$ cat config.mk
export PLATFORM = sky130hd
export DESIGN_NAME = sync_fifo_rd_prefetch
export DESIGN_NICKNAME = d
export VERILOG_FILES = /design/src/rtl/sync_fifo_rd_prefetch.sv
export SDC_FILE = /design/constraint.sdc
export NUM_CORES = 1
export LEC_CHECK = 0
export CORE_MARGIN = 2
export CORE_UTILIZATION = 40
export DETAILED_ROUTE_END_ITERATION = 10
export GPL_ROUTABILITY_DRIVEN = 0
export PLACE_DENSITY = 0.73
export SLEW_MARGIN = 10
export SYNTH_ARGS = -nofsm -noshare
export SYNTH_HDL_FRONTEND = slang
export SYNTH_SLANG_ARGS = --single-unit
$ cat constraint.sdc
create_clock -name clk -period 6.2 [get_ports clk]
set_input_delay 0.62 -clock clk [delete_from_list [all_inputs] [get_ports clk]]
set_output_delay 0.62 -clock clk [all_outputs]
set_load 0.005 [all_outputs]
$ cat src/rtl/sync_fifo_rd_prefetch.sv
// ---------------------------------------------------------------------------
// sync_fifo_rd_prefetch
//
// Read stage for a pointer-based synchronous FIFO. The FIFO returns each
// word one cycle after its read strobe. This block keeps up to two words
// in a small output buffer and presents them on a valid/ready stream. That
// hides the read latency and allows one beat per clock when the consumer
// is always ready. Accepted beats are counted for debug.
//
// Ports
//   clk         system clock, rising edge
//   rst         synchronous reset, active high
//   fifo_empty  FIFO empty flag
//   fifo_data   FIFO read data; valid the cycle after an accepted read
//   fifo_rd_en  FIFO read strobe (combinational, also depends on m_ready)
//   m_valid     stream valid (registered)
//   m_data      stream data, head of buffer (registered)
//   m_ready     stream ready from the consumer
//   occupancy   number of buffered words, 0..2
//   beat_cnt    accepted beats (m_valid & m_ready), wraps around
// ---------------------------------------------------------------------------
module sync_fifo_rd_prefetch #(
  parameter int DATA_WIDTH = 8,
  parameter int CNT_WIDTH  = 16
) (
  input  logic                  clk,
  input  logic                  rst,
  input  logic                  fifo_empty,
  input  logic [DATA_WIDTH-1:0] fifo_data,
  output logic                  fifo_rd_en,
  output logic                  m_valid,
  output logic [DATA_WIDTH-1:0] m_data,
  input  logic                  m_ready,
  output logic [1:0]            occupancy,
  output logic [CNT_WIDTH-1:0]  beat_cnt
);

  localparam int DEPTH = 2;

  // Control state
  logic [1:0]           r_occ;
  logic                 r_inflight;
  logic [CNT_WIDTH-1:0] r_beat_cnt;

  // Derived control
  logic       w_pop;
  logic [1:0] w_occ_after_pop;
  logic [2:0] w_committed;
  logic [1:0] w_occ_next;

  // The consumer can only take a word that is actually presented.
  assign w_pop = (r_occ != 2'd0) & m_ready;

  // Buffer level once this cycle's pop is taken out; w_pop implies r_occ > 0.
  assign w_occ_after_pop = r_occ - {1'b0, w_pop};

  // Slots already committed for the next cycle: words held after the pop,
  // plus the word that is still on its way from the FIFO.
  assign w_committed = {1'b0, w_occ_after_pop} + {2'b00, r_inflight};

  // A new read is issued only if its word is certain to have a free slot.
  // m_ready feeds this strobe combinationally, so the buffer refills in the
  // same cycle a beat leaves. That keeps a full-rate stream with only two
  // entries.
  assign fifo_rd_en = ~rst & ~fifo_empty & (w_committed < 3'd2);

  // Reads are only issued while w_committed < 2. So w_committed never goes
  // above 2, and the low two bits hold the complete next level.
  assign w_occ_next = w_committed[1:0];

  // -------------------------------------------------------------------------
  // Output buffer, one register per slot. Slot 0 is the head.
  // On a pop every slot takes the value of the slot behind it. A word coming
  // back from the FIFO is written into the first free slot after that shift.
  // This keeps the head the oldest word at all times.
  // -------------------------------------------------------------------------
  genvar gi;
  generate
    for (gi = 0; gi < DEPTH; gi++) begin : g_slot
      localparam logic [1:0] SLOT_IDX = 2'(gi);

      logic [DATA_WIDTH-1:0] r_data;
      logic [DATA_WIDTH-1:0] w_shift_src;
      logic [DATA_WIDTH-1:0] w_data_next;
      logic                  w_capture_here;

      assign w_capture_here = r_inflight & (w_occ_after_pop == SLOT_IDX);

      if (gi < DEPTH - 1) begin : g_shift
        assign w_shift_src = w_pop ? g_slot[gi+1].r_data : r_data;
      end else begin : g_tail
        // The tail has nothing behind it. After a pop its old contents are
        // stale but unused, because occupancy bounds what is valid.
        assign w_shift_src = r_data;
      end

      assign w_data_next = w_capture_here ? fifo_data : w_shift_src;

      // Data slots have no reset. Their contents only matter where
      // occupancy says they are valid.
      always_ff @(posedge clk) begin
        r_data <= w_data_next;
      end
    end
  endgenerate

  // -------------------------------------------------------------------------
  // Control registers
  // -------------------------------------------------------------------------
  always_ff @(posedge clk) begin
    if (rst) begin
      r_occ      <= 2'd0;
      r_inflight <= 1'b0;   // any word returning from the FIFO is dropped
      r_beat_cnt <= '0;
    end else begin
      r_occ      <= w_occ_next;
      r_inflight <= fifo_rd_en;
      if (w_pop) begin
        r_beat_cnt <= r_beat_cnt + CNT_WIDTH'(1);
      end
    end
  end

  // -------------------------------------------------------------------------
  // Outputs
  // -------------------------------------------------------------------------
  // The head register changes only on a pop, or when a word is captured
  // into an empty head. So m_data stays stable while a beat is stalled.
  assign m_valid   = (r_occ != 2'd0);
  assign m_data    = g_slot[0].r_data;
  assign occupancy = r_occ;
  assign beat_cnt  = r_beat_cnt;

endmodule

==> metrics.yaml <==
status: "complete, no violations"
hold_path_depth: 2
finalCritPeriodShare_pct: 54.6
ys_chip_area_um2: 1480
fin_hold_ws_ns: 0.524
via_per_inst: 5.05
crit_path_top_delay_cell: "clkdlybuf4s50_1"
maxSlewViolCount: 0
grt_overflow: 0
clkCellAreaFrac_pct: 4.25
pg_seq_w: 0.000314
fin_worst_skew_ns: 0.00461
most-common-layout-cells: "39 x clkdlybuf4s50_1, 19 x dfxtp_1, 16 x edfxtp_1"
hold_class: "reg -> reg"
top_cell_area_share_pct: 32.4
synth.avg_cell_area_um2: 11.8
worstSetupPathDepth: 10
ys_ff: 35
swShare_pct: 27.7
hold_path_end: "beat_cnt[13]"
r2r_cells: 7
clock.fmax_mhz: 295
nWellTaps: 48
yosysWarnings: 0
seqPwrFrac_pct: 47.2
period_needed_ns: 3.39
cts_resized: 0
yosys_cells: 126
die_y_um: 64.9
mux_share_pct: 8.28
cellLeakagePower_nw: 0.700
seq_share_pct: 43.0
r2r-start: "occupancy[1]"
comb_cell_power_w: 0.000192
antenna_left: 0
design.core.area_um2: 3610
hold_violations: 0
grt_max_degree: 23
postCtsHoldBufs: 0
grt_pass1_wl_um: 5060
ir_worst_vdd_mv: 0.192
hpwl_um: 2110
root_buffer: "clkbuf_8"
p_comb_share_pct: 28.8
cts.clk_slew.worst_paths_ns: 0.07
layout.nets: 186
finalPower_w: 0.000666
power_frac_clock_pct: 24.0
critPathRequiredTime_ns: 5.58
critPathBufInv: 5
grt_pass1_vias: 1146
fp_util_pct: 41.1
endpoint_kind: "primary output"
[synth_stat cells]
master,number
ha_1,4
or2_2,2
dfxtp_1,19
inv_1,6
nor2b_1,4
or3_1,3
xnor2_1,7
o2111a_1,1
nand3_1,4
nor3_1,4
o2111ai_1,2
nor4_1,4
or4_4,1
buf_6,1
o211ai_1,1
xor2_1,4
mux2_2,10
mux2i_1,1
nor2_1,13
nand4_2,1
a21oi_1,3
nand2_1,7
nand4_1,1
o21ai_0,3
nor3b_1,2
clkbuf_1,1
edfxtp_1,16
and3_1,1
[layer usage]
metal	global-route usage [%]	up-vias	share of wire (%)
met5	0	-	0
met4	7.45	0	1.8
met3	6.25	6	5.0
met2	26.8	31	49
met1	17.6	532	44
li1	-	538	-
### M2 wires

Drawn at 6 px/um.
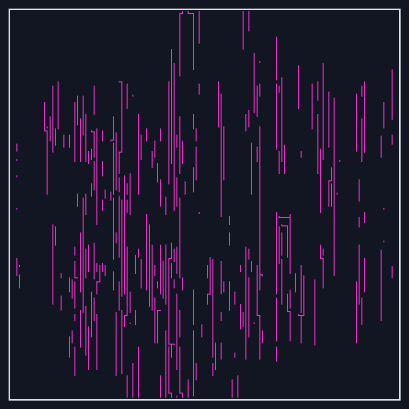
The layer holds 49% of the routed length. The wires run mostly vertical. The longest straight run is 29.6 um. The layer carries 1,410 um of wire. 171 nets have wire on it.
met2 GRT Util: 26.8%
routed vias: 1,107
Detailed Route WL: 2900 um

### Register map, names as in the netlist

Drawn at 6 px/um. Other sequential cells in the stronger grey, the rest of the logic in the fainter grey.
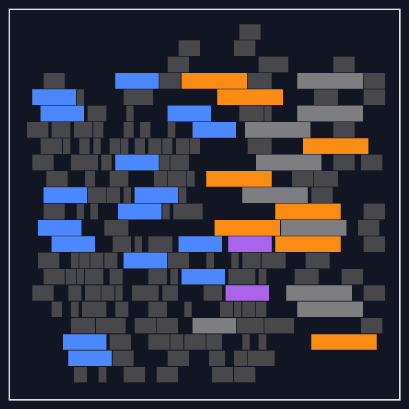
Orange shows `g_slot.r_data`, sequential cells 8. Purple shows `occupancy`, sequential cells 2. Blue shows `beat_cnt`, sequential cells 16.

### Clock wiring as the flow saved it

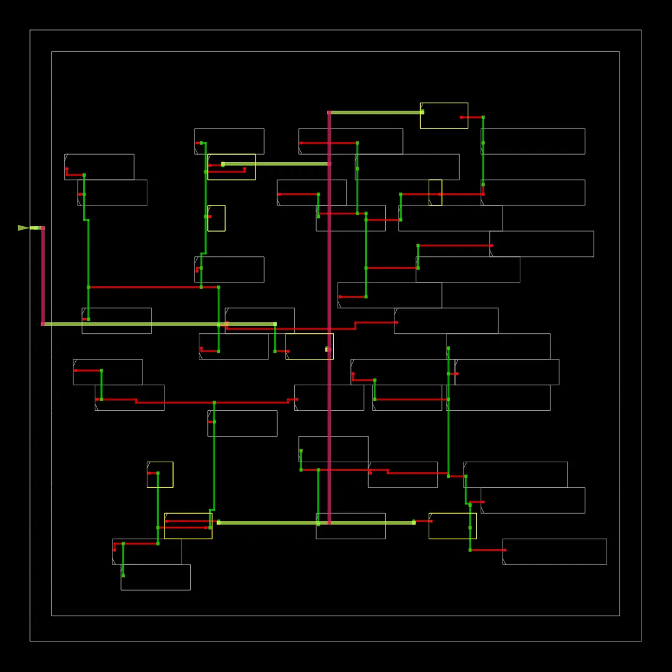
flop count: 35
Worst-Skew Late Latency: 0.29 ns
# clk buffers: 6
# clock sinks: 35
number of CTS-inserted buffers: 5

